==> config.mk <==
export PLATFORM = sky130hd
export DESIGN_NAME = seg7_scan_driver
export DESIGN_NICKNAME = d
export VERILOG_FILES = /design/src/rtl/seg7_pkg.sv /design/src/rtl/seg7_scan_driver_decode.sv /design/src/rtl/seg7_scan_driver.sv
export SDC_FILE = /design/constraint.sdc
export NUM_CORES = 1
export LEC_CHECK = 0
export ABC_AREA = 1
export CORE_AREA = 2 2 66 68
export CTS_CLUSTER_DIAMETER = 100
export DETAILED_ROUTE_END_ITERATION = 8
export DIE_AREA = 0 0 68 70
export PLACE_DENSITY = 0.8
export SETUP_SLACK_MARGIN = 0.15
export SYNTH_ARGS = -nofsm -noshare
export SYNTH_HDL_FRONTEND = slang
export SYNTH_HIERARCHICAL = 1
export SYNTH_SLANG_ARGS = --single-unit
==> constraint.sdc <==
create_clock -name clk -period 2.1 [get_ports clk]
set_clock_uncertainty 0.05 [all_clocks]
set_input_delay 0.315 -clock clk [delete_from_list [all_inputs] [get_ports clk]]
set_output_delay 0.315 -clock clk [all_outputs]
set_load 0.05 [all_outputs]
==> src/rtl/seg7_pkg.sv <==
// Shared constants and types for the multiplexed 7-segment driver.
// Segment vectors are {g,f,e,d,c,b,a} in lit polarity (1 = segment on).
package seg7_pkg;

  typedef logic [6:0] seg_t;

  localparam seg_t SEG_0     = 7'h3F;
  localparam seg_t SEG_1     = 7'h06;
  localparam seg_t SEG_2     = 7'h5B;
  localparam seg_t SEG_3     = 7'h4F;
  localparam seg_t SEG_4     = 7'h66;
  localparam seg_t SEG_5     = 7'h6D;
  localparam seg_t SEG_6     = 7'h7D;
  localparam seg_t SEG_7     = 7'h07;
  localparam seg_t SEG_8     = 7'h7F;
  localparam seg_t SEG_9     = 7'h6F;
  localparam seg_t SEG_BLANK = 7'h00;

  function automatic int clog2(input int n);
    int r;
    r = 0;
    while ((32'd1 << r) < n) r = r + 1;
    return r;
  endfunction

endpackage

==> src/rtl/seg7_scan_driver_decode.sv <==
// BCD code to lit-polarity segment pattern; codes 10..15 decode to blank.
// Purely combinational, shared by all digits through the scan mux.
module bcd_seg_decode
  import seg7_pkg::*;
(
  input  logic [3:0] code,
  output seg_t       seg
);

  always_comb begin
    seg = SEG_BLANK;
    case (code)
      4'd0:    seg = SEG_0;
      4'd1:    seg = SEG_1;
      4'd2:    seg = SEG_2;
      4'd3:    seg = SEG_3;
      4'd4:    seg = SEG_4;
      4'd5:    seg = SEG_5;
      4'd6:    seg = SEG_6;
      4'd7:    seg = SEG_7;
      4'd8:    seg = SEG_8;
      4'd9:    seg = SEG_9;
      default: seg = SEG_BLANK;
    endcase
  end

endmodule

==> src/rtl/seg7_scan_driver.sv <==
// Time-multiplexed DIGITS-digit 7-segment driver with per-slot blanking gap.
// Define SEG7_LZ_BLANK_EN to enable leading-zero blanking.
module seg7_scan_driver
  import seg7_pkg::*;
#(
  parameter int DIGITS         = 4,
  parameter int SCAN_DIV       = 1000,
  parameter int BLANK_CYC      = 16,
  parameter int SEG_ACTIVE_LOW = 1,
  parameter int AN_ACTIVE_LOW  = 1
) (
  input  logic                  clk,
  input  logic                  rst,
  input  logic [4*DIGITS-1:0]   bcd_in,
  input  logic [DIGITS-1:0]     dp_in,
  input  logic                  load,
  output logic [6:0]            seg,
  output logic                  dp,
  output logic [DIGITS-1:0]     an
);

  localparam int CNT_W = clog2(SCAN_DIV);
  localparam int IDX_W = (DIGITS > 1) ? clog2(DIGITS) : 1;

  localparam logic              SEG_INV = (SEG_ACTIVE_LOW != 0);
  localparam logic              AN_INV  = (AN_ACTIVE_LOW != 0);
  localparam seg_t              SEG_OFF = {7{SEG_INV}};
  localparam logic [DIGITS-1:0] AN_OFF  = {DIGITS{AN_INV}};

  logic [CNT_W-1:0]    cnt_q, cnt_d;
  logic [IDX_W-1:0]    idx_q, idx_d;
  logic [4*DIGITS-1:0] sh_bcd_q, sh_bcd_d;
  logic [DIGITS-1:0]   sh_dp_q, sh_dp_d;
  seg_t                seg_q, seg_d;
  logic                dp_q, dp_d;
  logic [DIGITS-1:0]   an_q, an_d;

  logic [3:0]          cur_code;
  seg_t                dec_seg;
  seg_t                seg_lit;
  logic [DIGITS-1:0]   an_lit;

  assign cur_code = sh_bcd_q[4*int'(idx_q) +: 4];

  bcd_seg_decode u_dec (
    .code (cur_code),
    .seg  (dec_seg)
  );

`ifdef SEG7_LZ_BLANK_EN
  logic [DIGITS-1:0] lz_blank;
  logic              lead;

  // Walk from the leftmost digit; digit 0 is never part of the mask.
  always_comb begin
    lead     = 1'b1;
    lz_blank = '0;
    for (int k = DIGITS - 1; k >= 1; k--) begin
      lead        = lead & (sh_bcd_q[4*k +: 4] == 4'd0);
      lz_blank[k] = lead;
    end
  end

  always_comb begin
    seg_lit = dec_seg;
    if (lz_blank[idx_q]) seg_lit = SEG_BLANK;
  end
`else
  always_comb begin
    seg_lit = dec_seg;
  end
`endif

  always_comb begin
    cnt_d = cnt_q + CNT_W'(1);
    idx_d = idx_q;
    if (cnt_q == CNT_W'(SCAN_DIV - 1)) begin
      cnt_d = '0;
      if (idx_q == IDX_W'(DIGITS - 1)) idx_d = '0;
      else                             idx_d = idx_q + IDX_W'(1);
    end
  end

  always_comb begin
    sh_bcd_d = sh_bcd_q;
    sh_dp_d  = sh_dp_q;
    if (load) begin
      sh_bcd_d = bcd_in;
      sh_dp_d  = dp_in;
    end
  end

  always_comb begin
    an_lit = '0;
    if (int'(cnt_q) >= BLANK_CYC) an_lit[idx_q] = 1'b1;
    seg_d = seg_lit ^ SEG_OFF;
    dp_d  = sh_dp_q[idx_q] ^ SEG_INV;
    an_d  = an_lit ^ AN_OFF;
  end

  always_ff @(posedge clk) begin
    if (rst) begin
      cnt_q    <= '0;
      idx_q    <= '0;
      sh_bcd_q <= '0;
      sh_dp_q  <= '0;
      seg_q    <= SEG_OFF;
      dp_q     <= SEG_INV;
      an_q     <= AN_OFF;
    end else begin
      cnt_q    <= cnt_d;
      idx_q    <= idx_d;
      sh_bcd_q <= sh_bcd_d;
      sh_dp_q  <= sh_dp_d;
      seg_q    <= seg_d;
      dp_q     <= dp_d;
      an_q     <= an_d;
    end
  end

  assign seg = seg_q;
  assign dp  = dp_q;
  assign an  = an_q;

endmodule

==> changes_impl.md <==
### Physical design

- Critical path class: register to register
- CP max FO: 8
- Setup violators final: 0
- Yosys adder share: 7.59%
- Distinct lib cells: 21
- Rel. slew slack: approximately 60%
- Seq cells: roughly 44
- Top delay family on crit path: flip-flops
- Sequential power share: approximately 53%
- R2R setup slack: 0.23 ns
- Max Fclk: 0.535 GHz
- Gr ovfl total: 0
- Cell Area, Placed: 2380 um2
- Yosys cell count: 269
- Commonest Layout Cell: nor2_1
- Final Max Slew Viols: 0
- Layout clock buffers: 7
- Worst path cell trace: inv_1 -> o21ai_0 -> o22ai_2 -> inv_1 -> ha_1 -> nand2_1 -> nand2_1 -> nand2_1 -> nand2_1 -> nand2_1
- Top cells by area: dfxtp_1 45%, nor2_1 11%, nand2_1 9.5%
- Num ports: 35
- Multi-input combinational area share: between 30% and 40%
- Iteration-0 DRC Markers: 165
- Sw frac: 25.4%
- Chip Area, Yosys: slightly below 2000 um2
- Clk pwr: 562 uW
- CP max stage delay: 0.38 ns
- Dominant cell area share: roughly 45%
- Top power group: sequential cells
- Port buffer count: 34
- Most common logic cells in the final layout: 58 x nor2_1, 50 x nand2_1, 43 x dfxtp_1
- CP Capture Type: register
- Status: completed
- CTS Buf Count: 5
- Ratio of cells with drive above 1 in the final layout: 8.82%
- Worst hold path type: register to register
- Clock power share: 32.8%
- Share of the yosys chip area belonging to registers: 44.5%
- Critical-path cell with the highest stage delay: dfxtp_1
- Worst hold slack: 0.404 ns
- Vias in the first global route: ~1,500
- FF+latch area: 882 um2
- Asr flop ratio synth: 0%
- Die area: between 4000 and 5000 um2
- Hold path depth: 2
- CORE AREA: 4140 um2
- Area of the mapped netlist: 1980 um2
- Crit path required time: 2.23 ns
- Filler instances: approximately 380
- Critical path endpoint: seg[3]
state kept, by name, indices dropped and copies added, names as in the netlist:
register / flops
an: 4
cnt_q: 10
seg: 7
idx_q: 2
dp: 1
sh_bcd_q: 16
sh_dp_q: 4
metrics by stage:
step / worst slack, ns / total power, mW / util [%]
CTS: 0.184 / 1.72 / 59.8
global placement: 0.203 / 1.16 / 57.3
floorplan: 0.300 / 1.07 / -
detailed placement: 0.114 / 1.17 / 57.3
global route: 0.106 / 1.78 / 60.0
finish: 0.232 / 1.71 / 60.0
per-layer routing:
layer	vias up	GRT usage, %	wire [um]
met3	9	4.35	199
met5	-	0	0
met4	0	10.0	90
met2	47	28.0	1690
met1	775	21.3	1760
li1	919	-	-
Fig. 1: cell outlines without signal wires
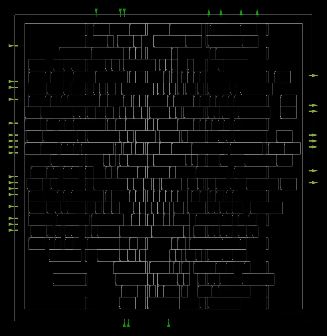
Std-Cell Rows: 24
# Taps: 52
flop share of the area: 35.5%

Fig. 2: cell classes on the final placement
Fill, decap, tap and diode cells in grey.
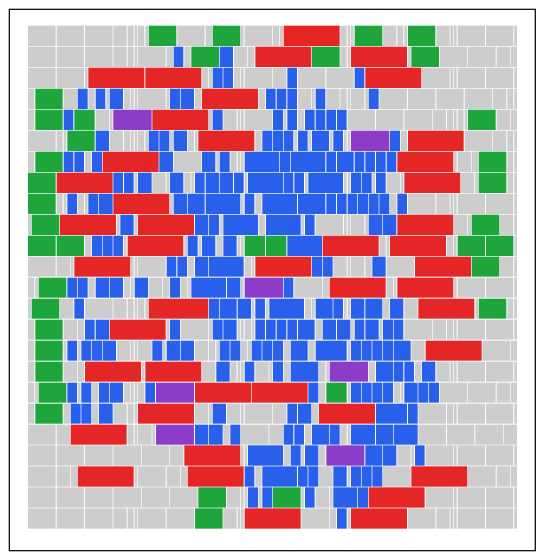
[green] remaining buffers and delay cells | cells: 38 | share of their area: 15%
[purple] clock drivers and dummy loads | cells: 7 | share of their area: 4.0%
[blue] remaining logic cells | cells: 217 | share of their area: 44%
[red] registers | cells: 44 | share of their area: 36%

Power is estimated from default activity; no workload was simulated.
